<file path="config.mk">
export PLATFORM = sky130hd
export DESIGN_NAME = ssd_scan_mux
export DESIGN_NICKNAME = d
export VERILOG_FILES = /design/src/rtl/ssd_pkg.sv /design/src/rtl/ssd_tick_gen.sv /design/src/rtl/ssd_scan_mux.sv
export SDC_FILE = /design/constraint.sdc
export NUM_CORES = 1
export LEC_CHECK = 0
export CORE_ASPECT_RATIO = 2
export CORE_MARGIN = 8
export CORE_UTILIZATION = 50
export DETAILED_ROUTE_END_ITERATION = 10
export GPL_TIMING_DRIVEN = 0
export HOLD_SLACK_MARGIN = 0.15
export PLACE_DENSITY = 0.73
export SLEW_MARGIN = 20
export SYNTH_ARGS = -nofsm -noshare
export SYNTH_HDL_FRONTEND = slang
export SYNTH_SLANG_ARGS = --single-unit
</file>
<file path="constraint.sdc">
create_clock -name clk -period 2.6 [get_ports clk]
set_input_delay 0.52 -clock clk [delete_from_list [all_inputs] [get_ports clk]]
set_output_delay 0.52 -clock clk [all_outputs]
set_load 0.01 [all_outputs]
</file>
<file path="src/rtl/ssd_pkg.sv">
// Shared seven-segment definitions: active-low digit patterns and scan-mux state encoding.
// Bit 6 is segment a, bit 0 is segment g; a 0 lights the segment.
package ssd_pkg;

   localparam int SEG_W = 7;

   localparam logic [SEG_W-1:0] SEG_BLANK = 7'b1111111;

   localparam logic [SEG_W-1:0] SEG_0 = 7'b0000001;
   localparam logic [SEG_W-1:0] SEG_1 = 7'b1001111;
   localparam logic [SEG_W-1:0] SEG_2 = 7'b0010010;
   localparam logic [SEG_W-1:0] SEG_3 = 7'b0000110;
   localparam logic [SEG_W-1:0] SEG_4 = 7'b1001100;
   localparam logic [SEG_W-1:0] SEG_5 = 7'b0100100;
   localparam logic [SEG_W-1:0] SEG_6 = 7'b0100000;
   localparam logic [SEG_W-1:0] SEG_7 = 7'b0001111;
   localparam logic [SEG_W-1:0] SEG_8 = 7'b0000000;
   localparam logic [SEG_W-1:0] SEG_9 = 7'b0000100;

   typedef enum logic [1:0] {
      IDLE  = 2'd0,
      BLANK = 2'd1,
      DRIVE = 2'd2
   } scan_state_t;

   // Decimal digit to pattern; anything above 9 shows as dark.
   function automatic logic [SEG_W-1:0] seg_digit(input logic [3:0] d);
      case (d)
         4'd0:    return SEG_0;
         4'd1:    return SEG_1;
         4'd2:    return SEG_2;
         4'd3:    return SEG_3;
         4'd4:    return SEG_4;
         4'd5:    return SEG_5;
         4'd6:    return SEG_6;
         4'd7:    return SEG_7;
         4'd8:    return SEG_8;
         4'd9:    return SEG_9;
         default: return SEG_BLANK;
      endcase
   endfunction

endpackage

</file>
<file path="src/rtl/ssd_tick_gen.sv">
// Modulo-TICKS slot counter for the scan mux, with synchronous clear and
// decoded end-of-slot / end-of-blanking flags.
module ssd_tick_gen #(
   parameter int TICKS       = 50000,
   parameter int BLANK_TICKS = 500,
   localparam int TW         = $clog2(TICKS)
) (
   input  logic          clk,
   input  logic          rst_n,
   input  logic          clear,
   output logic [TW-1:0] tick,
   output logic          slot_end,
   output logic          blank_end
);

   assign slot_end = (tick == TW'(TICKS - 1));

   generate
      if (BLANK_TICKS == 0) begin : g_no_blank
         assign blank_end = 1'b0;
      end else begin : g_blank
         assign blank_end = (tick == TW'(BLANK_TICKS - 1));
      end
   endgenerate

   // NOTE: sequential state uses non-blocking assignments so every flop samples pre-edge values.
   always_ff @(posedge clk or negedge rst_n) begin
      if (!rst_n) begin
         tick <= '0;
      end else if (clear || slot_end) begin
         tick <= '0;
      end else begin
         tick <= tick + TW'(1);
      end
   end

endmodule

</file>
<file path="src/rtl/ssd_scan_mux.sv">
// Time-multiplexes NUM_DIGITS active-low seven-segment patterns onto one shared
// bus, with per-frame input snapshots and a blanking gap at the start of every slot.
module ssd_scan_mux
   import ssd_pkg::*;
#(
   parameter int NUM_DIGITS      = 6,
   parameter int TICKS_PER_DIGIT = 50000,
   parameter int BLANK_TICKS     = 500
) (
   input  logic                        clk,
   input  logic                        rst_n,
   input  logic                        en,
   input  logic [SEG_W*NUM_DIGITS-1:0] ssd_in,
   input  logic [NUM_DIGITS-1:0]       dp_in,
   output logic [SEG_W-1:0]            seg_out,
   output logic                        dp_out,
   output logic [NUM_DIGITS-1:0]       an_out,
   output logic                        frame_done
);

   localparam int TW = $clog2(TICKS_PER_DIGIT);
   localparam int IW = $clog2(NUM_DIGITS);
   localparam scan_state_t SLOT_START = (BLANK_TICKS == 0) ? DRIVE : BLANK;

   scan_state_t state, state_nxt;
   logic [IW-1:0] idx, idx_nxt;
   logic          take_snap;
   logic          last_digit;

   logic [NUM_DIGITS-1:0][SEG_W-1:0] snap_seg;
   logic [NUM_DIGITS-1:0]            snap_dp;

   logic [TW-1:0] tick;
   logic          slot_end;
   logic          blank_end;
   logic          tick_clear;
   logic          in_blank;

   logic [SEG_W-1:0]      seg_nxt;
   logic                  dp_nxt;
   logic [NUM_DIGITS-1:0] an_nxt;
   logic                  frame_nxt;

   assign tick_clear = !en || (state == IDLE);
   assign last_digit = (idx == IW'(NUM_DIGITS - 1));

   ssd_tick_gen #(
      .TICKS       (TICKS_PER_DIGIT),
      .BLANK_TICKS (BLANK_TICKS)
   ) u_tick_gen (
      .clk       (clk),
      .rst_n     (rst_n),
      .clear     (tick_clear),
      .tick      (tick),
      .slot_end  (slot_end),
      .blank_end (blank_end)
   );

   // Interlock: an anode is never enabled inside the blanking window of a slot.
   generate
      if (BLANK_TICKS == 0) begin : g_no_blank
         assign in_blank = 1'b0;
      end else begin : g_blank
         assign in_blank = (tick < TW'(BLANK_TICKS));
      end
   endgenerate

   always_comb begin
      // NOTE: every combinational output gets a default first so no path can infer a latch.
      state_nxt = state;
      idx_nxt   = idx;
      take_snap = 1'b0;
      if (!en) begin
         state_nxt = IDLE;
         idx_nxt   = '0;
      end else begin
         case (state)
            IDLE: begin
               state_nxt = SLOT_START;
               idx_nxt   = '0;
               take_snap = 1'b1;
            end
            BLANK: begin
               if (blank_end) state_nxt = DRIVE;
            end
            DRIVE: begin
               if (slot_end) begin
                  state_nxt = SLOT_START;
                  if (last_digit) begin
                     idx_nxt   = '0;
                     take_snap = 1'b1;
                  end else begin
                     idx_nxt = idx + IW'(1);
                  end
               end
            end
            default: begin
               state_nxt = IDLE;
               idx_nxt   = '0;
            end
         endcase
      end
   end

   always_comb begin
      seg_nxt   = SEG_BLANK;
      dp_nxt    = 1'b1;
      an_nxt    = '1;
      frame_nxt = en && (state == DRIVE) && slot_end && last_digit;
      if ((state == DRIVE) && !in_blank) begin
         seg_nxt     = snap_seg[idx];
         dp_nxt      = snap_dp[idx];
         an_nxt[idx] = 1'b0;
      end
   end

   always_ff @(posedge clk or negedge rst_n) begin
      if (!rst_n) begin
         state <= IDLE;
         idx   <= '0;
      end else begin
         state <= state_nxt;
         idx   <= idx_nxt;
      end
   end

   // NOTE: the snapshot is a handful of flops, so it is reset to dark rather than left undefined.
   always_ff @(posedge clk or negedge rst_n) begin
      if (!rst_n) begin
         snap_seg <= {NUM_DIGITS{SEG_BLANK}};
         snap_dp  <= '1;
      end else if (take_snap) begin
         snap_seg <= ssd_in;
         snap_dp  <= dp_in;
      end
   end

   // Output flops reset asynchronously to dark so a mid-slot reset cannot glitch an anode on.
   always_ff @(posedge clk or negedge rst_n) begin
      if (!rst_n) begin
         seg_out    <= SEG_BLANK;
         dp_out     <= 1'b1;
         an_out     <= '1;
         frame_done <= 1'b0;
      end else begin
         seg_out    <= seg_nxt;
         dp_out     <= dp_nxt;
         an_out     <= an_nxt;
         frame_done <= frame_nxt;
      end
   end

endmodule

</file>
==> results.cfg, run 1 <==
; implementation run metrics
[floorplan]
io_pins = 66
fp.coreArea_um2 = 10740
dieHeight_um = 163.6
die_x_um = 89.80
rows = 54
fp_util = 0.5070
chipArea_um2 = 14690

[setup_path]
rrSetupSlack_ns = 0.23
critPathSlowestCell = clkdlybuf4s50_1
path_max_fanout = 10
cpPeakStageDelay_ns = 0.61
cp.arrival_ns = 2.64
cp_common_cell = clkbuf_2
cp-startpoint = en
r2r-start = idx[0]$_DFFE_PN0P_
critPathCaptureType = register
cp-endpoint = snap_seg[20]$_DFFE_PN1P_
start_kind = input pin
worstSetupPathType = in2reg
cp.required_ns = 2.86
reg2reg_to = seg_out[5]$_DFF_PN1_
path_cells = clkdlybuf4s50_1 > nor2b_1 > clkbuf_2 > clkbuf_2 > clkbuf_2 > nand3_1 > mux2_1 > o211ai_1
r2r_cells = 5

[synth]
yosys_warnings = 0
yosys_cells = 555
ys_area_um2 = 5446
synth.avg_cell_area_um2 = 9.813
fp_nets = 607
synth_seq_share = 0.4002
synth_area_um2 = 5446
ys.flops = 84
yosysUniqueCellTypes = 40
ys.flop_type = dfstp_2
synth_cells = 555
synth-async-reset-ratio = 1.000

[clock_tree]
clock_sinks = 84
clk_pin_slew_worst_paths_ns = 0.06
cts_buffers = 9
cts_tree = done
htree_levels = 3
cts_max_path_buffers = 2
cts-root-buf = clkbuf_16
clk_latency_ns = 0.34
cts_hold_buf = 0

[final_layout]
lay_top_cells = clkdlybuf4s50_1 (64), dfstp_2 (62), nand2_1 (58)
finalNonFillerCells = 777
antenna_cells = 0
finalInstanceArea_um2 = 6600
layout-drive-gt1-share = 0.2826
nets = 684
final_common_cell = clkdlybuf4s50_1

[run_status]
status = finished, final reports clean

[sta]
layout_setup_ws_ns = 0.2203
worstMarginPinSlew_ns = 0.7696
min_period_ns = 2.380
clock.fmax_mhz = 420.2
rsz0062_at_grt = no
clock_skew_ns = 0.007861
setup_violations = 0
hold_viol_final = 0
final_max_slew_viol_count = 0
max-slew-margin-rel = 0.4869
period_used_share = 0.9153
finalSetupTns_ns = 0

[detailed_routing]
wl_met3_um = 765
via_per_inst = 6.142
met1_length_mm = 6.347
post-route-drc-count = 0
drt_iter0_drc = 363
top_layer_used = met4
avgRoutedWirePerCell_um = 19.31
dr.pass1.iters = 7
antenna_left = 0

[flow_run]
warnings = 26
cap_violations = 0

[global_route]
grt_max_degree = 51
antenna_found_initial = 0
grt_pass1_vias = 4830
overflow = 0
track_usage = 0.2089
grt_pass1_wl_mm = 24.94

[placement]
dp_hpwl_mm = 10.59
placed_cells = 761
pre_cts_ws_ns = -0.5793
port_buffers = 65
place_congestion = 0.8471
place_area_um2 = 6290

[pwr]
p_leak_nw = 2.498
ir_worst_vdd_mv = 0.3488
power_mw = 3.134

[worst_hold_path]
hold_class = in2async
## run 1: final cells by class
class / count / area, µm²
Buffer: 53 / 257.7
Multi-Input combinational cell: 407 / 2990
Timing Repair Buffer: 67 / 688.2
Clock inverter: 4 / 25.02
Sequential cell: 84 / 2180
Inverter: 10 / 37.54
Fill cell: 919 / 4143
Clock buffer: 12 / 246.5
Tap cell: 140 / 175.2
## run 1: synthesized netlist by cell type, types with 8 or more instances
| cell | number | area (µm²) |
|---|---|---|
| mux2_4 | 20 | 300.3 |
| o211ai_1 | 29 | 217.7 |
| o221ai_1 | 8 | 70.07 |
| o211ai_2 | 21 | 262.8 |
| inv_1 | 10 | 37.54 |
| dfrtp_1 | 22 | 550.5 |
| nand3_1 | 53 | 265.3 |
| nand4_1 | 9 | 56.30 |
| and3_1 | 53 | 331.6 |
| nand2_1 | 58 | 217.7 |
| clkbuf_1 | 41 | 153.9 |
| nor2_1 | 19 | 71.32 |
| xor2_1 | 12 | 105.1 |
| dfstp_2 | 62 | 1629 |
| mux4_2 | 8 | 180.2 |
| a21oi_1 | 51 | 255.2 |
| mux2i_1 | 8 | 80.08 |
| mux2_2 | 26 | 292.8 |
## run 1: kinds of logic after synthesis
logic type	share of synthesized area
muxes	0.1608
AOI/OAI and AO/OA	0.1590
DFF	0.4002
xor gates and xnor gates	0.02251
adders and majority gates	0.002297
and+or+nand+nor	0.2035
buffers and inverters	0.05169
## run 1: sequential cells by signal (all words and copies together), names as in the netlist
| name | flops |
|---|---|
| idx | 3 |
| seg_out | 7 |
| frame_done | 1 |
| snap_seg | 42 |
| state | 2 |
| dp_out | 1 |
| snap_dp | 6 |
| an_out | 6 |
| u_tick_gen.tick | 16 |
## run 1: power breakdown
part           internal [mW]  switching, mW  leakage [nW]
logic                  0.193          0.182          1.41
clock network          0.671          0.513         0.130
registers               1.48         0.0949         0.955
total                   2.34          0.789          2.50
## run 1: metrics by stage
| step | hold WS [ns] | utilization |
|---|---|---|
| detailed placement | 0.4902 | 0.5855 |
| floorplan | 0.2244 | - |
| global placement | 0.4726 | 0.5839 |
| CTS | 0.2267 | 0.6118 |
| finish | 0.2096 | 0.6144 |
| global route | 0.2489 | 0.6144 |
## run 1: layer usage
| layer | GRT usage | vias up |
|---|---|---|
| met1 | 0.2572 | 2324 |
| met2 | 0.3347 | 196 |
| met3 | 0.03958 | 38 |
| li1 | - | 2214 |
| met5 | 0 | - |
| met4 | 0.1195 | 0 |
## run 1: worst max-delay path, delay by kind of cell
family                 cells  cell delay (ns)
AND-OR/OR-AND              1             0.09
buffers and inverters      4             1.44
multiplexers               1             0.30
AND/OR/NAND/NOR            2             0.27
## run 1: timing repair
item	CTS	global route
hold endpoints to repair	0	0
setup endpoints to repair	43	49
pin swaps	0	1
gates resized	9	11
buffers inserted	0	1
run_1/m1.png
Bar = 20 µm.
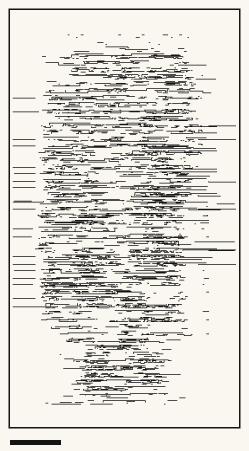
- share of all routed wire: 42%
- main direction: horizontal
- nets with wire on the layer: 636
- longest straight run: 24.8 µm

run_1/m2.png
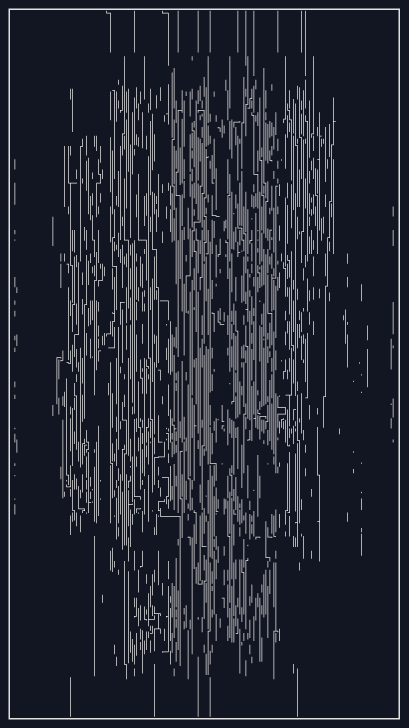
- wire length on this layer: 7,210 µm
- nets with wire on the layer: 590
- main direction: vertical
via count: 4,772
Total Wirelength: 15.01 mm
GR Layer Usage met2: 0.3347

run_1/m3.png
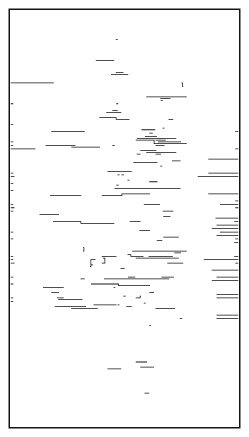
- longest straight run: 25.5 µm
- wire length on this layer: 766 µm
- main direction: horizontal
- share of all routed wire: 5.1%
met3 usage: 0.03958

run_1/congestion_map.png
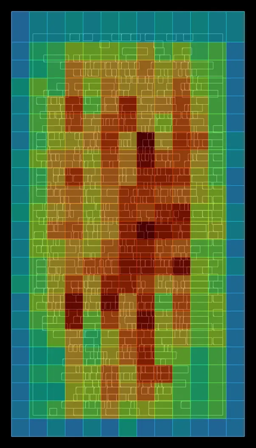

## Run 2: what changed since run 1
--- a/config.mk
+++ b/config.mk
@@ -5,13 +5,13 @@
 export SDC_FILE = /design/constraint.sdc
 export NUM_CORES = 1
 export LEC_CHECK = 0
-export CORE_ASPECT_RATIO = 2
 export CORE_MARGIN = 8
 export CORE_UTILIZATION = 50
 export DETAILED_ROUTE_END_ITERATION = 10
 export GPL_TIMING_DRIVEN = 0
 export HOLD_SLACK_MARGIN = 0.15
 export PLACE_DENSITY = 0.73
+export SETUP_SLACK_MARGIN = 0.3
 export SLEW_MARGIN = 20
 export SYNTH_ARGS = -nofsm -noshare
 export SYNTH_HDL_FRONTEND = slang
run_2/congestion_map.png
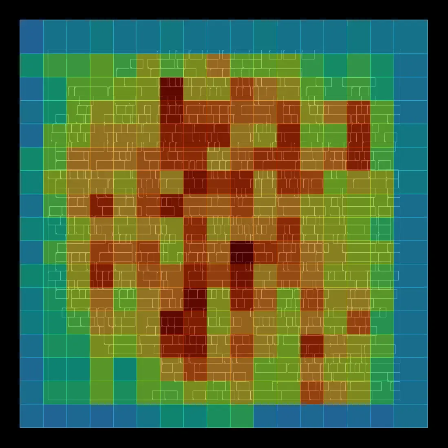
met3 usage: 0.04848
GRT Total Usage: 0.2178
final core utilization: 0.6139
GR Layer Usage met2: 0.3477

==> run 2 against run 1 <==
Clock power down about 10%. Cell count up 0.39%. Non-clock buffer count up 3. Combinational power up 2%. Largest power group unchanged. Wire length up 3.8%. Clock skew up 0.0064 ns.
==> results.cfg, run 2 <==
; implementation run metrics
[clock_tree]
clock_sinks = 84
cts_max_path_buffers = 2
clk_latency_ns = 0.38
cts-root-buf = clkbuf_8
clk_pin_slew_worst_paths_ns = 0.09
cts_tree = done
cts_buffers = 9
htree_levels = 3

[setup_path]
path_cells = or4_1 > nor4_4 > buf_12 > buf_6 > mux2_2 > o211ai_1
critPathCaptureType = register
cp.arrival_ns = 2.51
cp.buffers_inverters = 2
start_kind = register
worstSetupPathType = reg2reg
cp.required_ns = 2.89
path_max_fanout = 10
cpPeakStageDelay_ns = 0.66
critPathTopFamily = simple AND/OR/NAND/NOR gates
critPathSlowestCell = or4_1

[synth]
area_leaders = dfstp_2 (30%), dfrtp_1 (10%), and3_1 (6.1%)
top_cells_by_count = dfstp_2 (62), nand2_1 (58), and3_1 (53), nand3_1 (53), a21oi_1 (51)
yosys_cells = 555
yosys_warnings = 0
synth_area_um2 = 5446
netlist.area_leader.share = 0.2991
edf_count = 0
yosysUniqueCellTypes = 40
ys_area_um2 = 5446
synth.avg_cell_area_um2 = 9.813
synth_seq_share = 0.4002
ys.flop_type = dfstp_2
most_common_cell = dfstp_2
top_area_cell = dfstp_2
ys.flops = 84
synth-async-reset-ratio = 1.000
synth_cells = 555
fp_nets = 607

[global_route]
grt_pass1_wl_mm = 25.42
antenna_found_initial = 0
overflow = 0
grt_max_degree = 49
grt_pass1_vias = 4954

[final_layout]
lay_top_cells = clkdlybuf4s50_1 (64), dfstp_2 (62), nand2_1 (58)
finalInstanceArea_um2 = 6596
largest_reg_flops = 42
area_growth_pct = 21.11
nets = 687
n_fill_cell = 946
layout-drive-gt1-share = 0.2938
largestRegisters = snap_seg (42), u_tick_gen.tick (16), seg_out (7)
antenna_cells = 0
regMostFlops = snap_seg
final_common_cell = clkdlybuf4s50_1
finalNonFillerCells = 780

[flow_run]
cap_violations = 0
warnings = 27

[detailed_routing]
num_vias = 4845
dr.pass1.iters = 5
post-route-drc-count = 0
via_per_inst = 6.212
routed_wl_mm = 15.57
drt_iter0_drc = 511
antenna_left = 0
avgRoutedWirePerCell_um = 19.96

[sta]
worstMarginPinSlew_ns = 0.5953
period_used_share = 0.8539
max-slew-margin-rel = 0.6032
clock.fmax_mhz = 450.4
setup_violations = 0
rsz0062_at_grt = yes
finalSetupTns_ns = 0
hold-worst-slack_ns = 0.4793
final_max_slew_viol_count = 0
clock_skew_ns = 0.01427
hold_viol_final = 0
min_period_ns = 2.220

[pwr]
p_leak_nw = 2.505
power.density_nw_per_um2 = 452.4
power_mw = 2.984
ir_worst_vdd_mv = 0.2882

[placement]
place_area_um2 = 6297
placed_cells = 761
dp_hpwl_mm = 11.06
port_buffers = 65
place_congestion = 0.8413

[floorplan]
io_pins = 66
chipArea_um2 = 14490
fp_util = 0.5069
fp.coreArea_um2 = 10750
dieHeight_um = 120.4
rows = 38
die_x_um = 120.4

[run_status]
status = finished, final reports clean

[worst_hold_path]
hold_class = reg2reg
## run 2: cell counts after synthesis
Identical to the previous run, type by type.
## run 2: final timing paths
| check | startpoint | to | slack, ns | cells past startpoint |
|---|---|---|---|---|
| min | u_tick_gen.tick[0]$_DFF_PN0_ | u_tick_gen.tick[0]$_DFF_PN0_ | 0.48 | 1 |
| max | u_tick_gen.tick[10]$_DFF_PN0_ | snap_seg[7]$_DFFE_PN1P_ | 0.38 | 6 |
| min in group asynchronous | rst_n | u_tick_gen.tick[10]$_DFF_PN0_ | 0.64 | 2 |
| max reg2reg | u_tick_gen.tick[10]$_DFF_PN0_ | snap_seg[7]$_DFFE_PN1P_ | 0.38 | 6 |
| min reg2reg | u_tick_gen.tick[0]$_DFF_PN0_ | u_tick_gen.tick[0]$_DFF_PN0_ | 0.48 | 1 |
| max in group asynchronous | rst_n | snap_dp[5]$_DFFE_PN1P_ | 1.28 | 3 |
## run 2: metrics by stage
stage,setup slack (ns),util
after CTS,0.3004,0.6118
after detailed placement,-0.4981,0.5861
after floorplan,0.3970,-
final,0.3797,0.6139
after global routing,0.2867,0.6139
after global placement,-2.055,0.5837
## run 2: cell type report
class,instances,area [µm²],area share
buffer,54,276.5,0.04192
clock buffer,10,148.9,0.02257
clock inverter,6,68.82,0.01043
inverter,10,37.54,0.005690
multi-input combinational,407,2997,0.4543
sequential,84,2180,0.3304
tap,140,175.2,0.02656
timing repair buffer,69,713.2,0.1081
## run 2: report_power, final
group	internal [mW]	switching, mW	total, mW	leakage [nW]
combinational	0.197	0.185	0.382	1.44
clock	0.507	0.522	1.03	0.108
sequential	1.48	0.0946	1.57	0.955
total	2.18	0.801	2.98	2.50
## run 2: cells by family after synthesis
family                   count (synthesis)  share of synthesized area
XOR/XNOR                                14                    0.02251
adder cells (fa/ha/maj)                  1                   0.002297
buffers and inverters                   64                    0.05169
flip-flops                              84                     0.4002
AND-OR/OR-AND                          116                     0.1590
AND/OR/NAND/NOR                        212                     0.2035
multiplexers                            64                     0.1608
## run 2: timing repair
action | 4_1_cts | 5_1_grt
hold buffers | 1 | 0
endpoints found under the setup margin | 64 | 59
setup buffers | 2 | 0
resized | 13 | 19
pin swaps | 1 | 0
hold endpoints to repair | 11 | 0
## run 2: layer usage
layer  vias up  GRT usage  wire length (µm)
li1       2212          -                 -
met1      2418     0.2789              6602
met2       180     0.3477              7610
met3        35    0.04848               929
met4         0    0.09446               428
met5         -          0                 0
## run 2: worst reg2reg max path: cells and delay by family (launching register included)
| kind | cells | cell delay, ns |
|---|---|---|
| simple gates | 2 | 0.90 |
| flops | 1 | 0.44 |
| mux | 1 | 0.34 |
| buf+inv | 2 | 0.34 |
| compound gates | 1 | 0.11 |
run_2/m1.png
Bar = 20 µm.
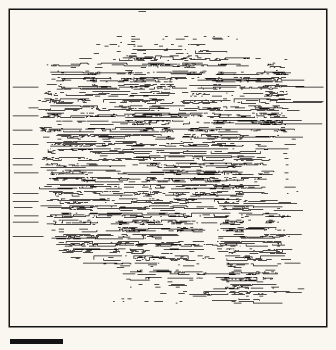

## Run 3: what changed since run 2
--- a/config.mk
+++ b/config.mk
@@ -12,6 +12,7 @@
 export HOLD_SLACK_MARGIN = 0.15
 export PLACE_DENSITY = 0.73
 export SETUP_SLACK_MARGIN = 0.3
+export SKIP_CTS_REPAIR_TIMING = 1
 export SLEW_MARGIN = 20
 export SYNTH_ARGS = -nofsm -noshare
 export SYNTH_HDL_FRONTEND = slang
run_3/m1.png
Bar = 20 µm.
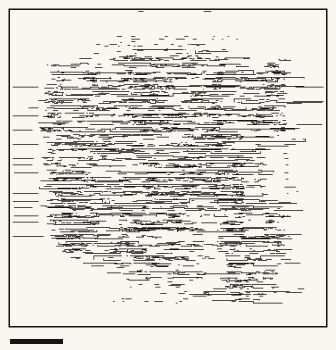
- share of all routed wire: 43%
- wire length on this layer: 6,700 µm
- main direction: horizontal
- longest straight run: 36.8 µm

==> run 3 against run 2 <==
Synthesized cell count unchanged. Register-to-register slack lost 0.03 ns. Worst hold slack about the same. Non-clock buffer count is the same. First-iteration DRC count up 2.5%.
==> results.cfg, run 3 <==
; implementation run metrics
[pwr]
power.density_nw_per_um2 = 453.8
ir_worst_vdd_mv = 0.2869
p_leak_nw = 2.500

[detailed_routing]
post-route-drc-count = 0
via_per_inst = 6.213
avgRoutedWirePerCell_um = 19.94
drt_iter0_drc = 524

[synth]
ys.flops = 84
most_common_cell = dfstp_2
yosys_cells = 555
edf_count = 0
synth.avg_cell_area_um2 = 9.813
netlist.area_leader.share = 0.2991
area_leaders = dfstp_2 (30%), dfrtp_1 (10%), and3_1 (6.1%)
top_area_cell = dfstp_2
synth_area_um2 = 5446
top_cells_by_count = dfstp_2 (62), nand2_1 (58), and3_1 (53), nand3_1 (53), a21oi_1 (51)
yosys_warnings = 0
ys_area_um2 = 5446

[clock_tree]
cts_buffers = 9
cts_tree = done
clk_pin_slew_worst_paths_ns = 0.09
clock_sinks = 84
cts_max_path_buffers = 2

[worst_hold_path]
hold_class = reg2reg

[placement]
place_congestion = 0.8413
port_buffers = 65
place_area_um2 = 6297
pre_cts_ws_ns = -0.4981
placed_cells = 761
dp_hpwl_mm = 11.06

[setup_path]
path_max_fanout = 10
cp.arrival_ns = 2.54
critPathCaptureType = register
worstSetupPathType = reg2reg

[flow_run]
warnings = 27

[final_layout]
finalInstanceArea_um2 = 6586
finalNonFillerCells = 780
lay_top_cells = clkdlybuf4s50_1 (64), dfstp_2 (62), nand2_1 (58)
utilization = 0.6129
largestRegisters = snap_seg (42), u_tick_gen.tick (16), seg_out (7)
final_common_cell = clkdlybuf4s50_1
layout-drive-gt1-share = 0.2938
largest_reg_flops = 42

[floorplan]
die_x_um = 120.4
rows = 38
fp_util = 0.5069

[global_route]
overflow = 0
track_usage = 0.2168
grt_max_degree = 49
grt_pass1_wl_mm = 25.36

[sta]
max-slew-margin-rel = 0.5994
finalSetupTns_ns = 0
min_period_ns = 2.250
clock.fmax_mhz = 444.5
worstMarginPinSlew_ns = 0.6009
setup_violations = 0
hold_viol_final = 0
period_used_share = 0.8654
final_max_slew_viol_count = 0

[run_status]
status = finished, final reports clean
==> run 3: netlist changes by cell type in the layout (fill, tap and decap cells not counted) <==
cell      before  now
buf_4          2    3
clkbuf_4       2    3
buf_2          6    2
clkbuf_2      11   14
buf_12         1    0
==> run 3: layout make-up <==
type / count / area (µm²) / share of cell area
Multi-Input combinational cell: 407 / 2997 / 0.4550
Sequential cell: 84 / 2180 / 0.3309
Timing Repair Buffer: 69 / 700.7 / 0.1064
Buffer: 54 / 279.0 / 0.04236
Tap cell: 140 / 175.2 / 0.02660
Clock buffer: 10 / 148.9 / 0.02261
Clock inverter: 6 / 68.82 / 0.01045
Inverter: 10 / 37.54 / 0.005699
==> run 3: per-layer routing <==
layer / vias up / GRT usage / part of all wire
met5: - / 0 / 0
met1: 2416 / 0.2798 / 0.43
met4: 0 / 0.09290 / 0.028
li1: 2211 / - / -
met3: 39 / 0.04755 / 0.060
met2: 180 / 0.3446 / 0.48
==> run 3: final timing paths <==
path | from | endpoint | slack (ns) | cells past startpoint
hold / removal | u_tick_gen.tick[0]$_DFF_PN0_ | u_tick_gen.tick[0]$_DFF_PN0_ | 0.48 | 1
hold reg to reg | u_tick_gen.tick[0]$_DFF_PN0_ | u_tick_gen.tick[0]$_DFF_PN0_ | 0.48 | 1
max in group asynchronous | rst_n | snap_seg[11]$_DFFE_PN1P_ | 1.28 | 3
setup reg to reg | u_tick_gen.tick[10]$_DFF_PN0_ | snap_seg[7]$_DFFE_PN1P_ | 0.35 | 6
min in group asynchronous | rst_n | u_tick_gen.tick[10]$_DFF_PN0_ | 0.63 | 2
setup / recovery | u_tick_gen.tick[10]$_DFF_PN0_ | snap_seg[7]$_DFFE_PN1P_ | 0.35 | 6
==> run 3: kinds of logic (layout without fill, tap and decap cells) <==
kind of cell / Yosys count / after routing / synth area share
compound gates: 116 / 116 / 0.1590
xor+xnor: 14 / 14 / 0.02251
fa+ha+maj: 1 / 1 / 0.002297
buf+inv: 64 / 149 / 0.05169
flops: 84 / 84 / 0.4002
mux: 64 / 64 / 0.1608
simple gates: 212 / 212 / 0.2035
==> run 3: metrics by stage <==
step / hold slack (ns) / total power, mW
CTS: 0.09673 / 3.001
floorplan: 0.2244 / 1.758
global placement: 0.4669 / 1.942
detailed placement: 0.4774 / 1.968
global route: 0.5064 / 3.101
finish: 0.4792 / 2.989
==> run 3: worst max-delay path: stages, from the launching register on <==
cell and delay [ns]:
dfrtp_1 0.44, or4_1 0.66, nor4_4 0.22, buf_4 0.21, buf_6 0.17, mux2_2 0.34, o211ai_1 0.11
==> run 3: power by group <==
| group | switching, mW | internal, mW | total, mW |
|---|---|---|---|
| combinational | 0.185 | 0.197 | 0.382 |
| sequential | 0.0943 | 1.48 | 1.57 |
| clock | 0.526 | 0.507 | 1.03 |
Power figures rest on the tool's default switching activity, not on a simulated workload.
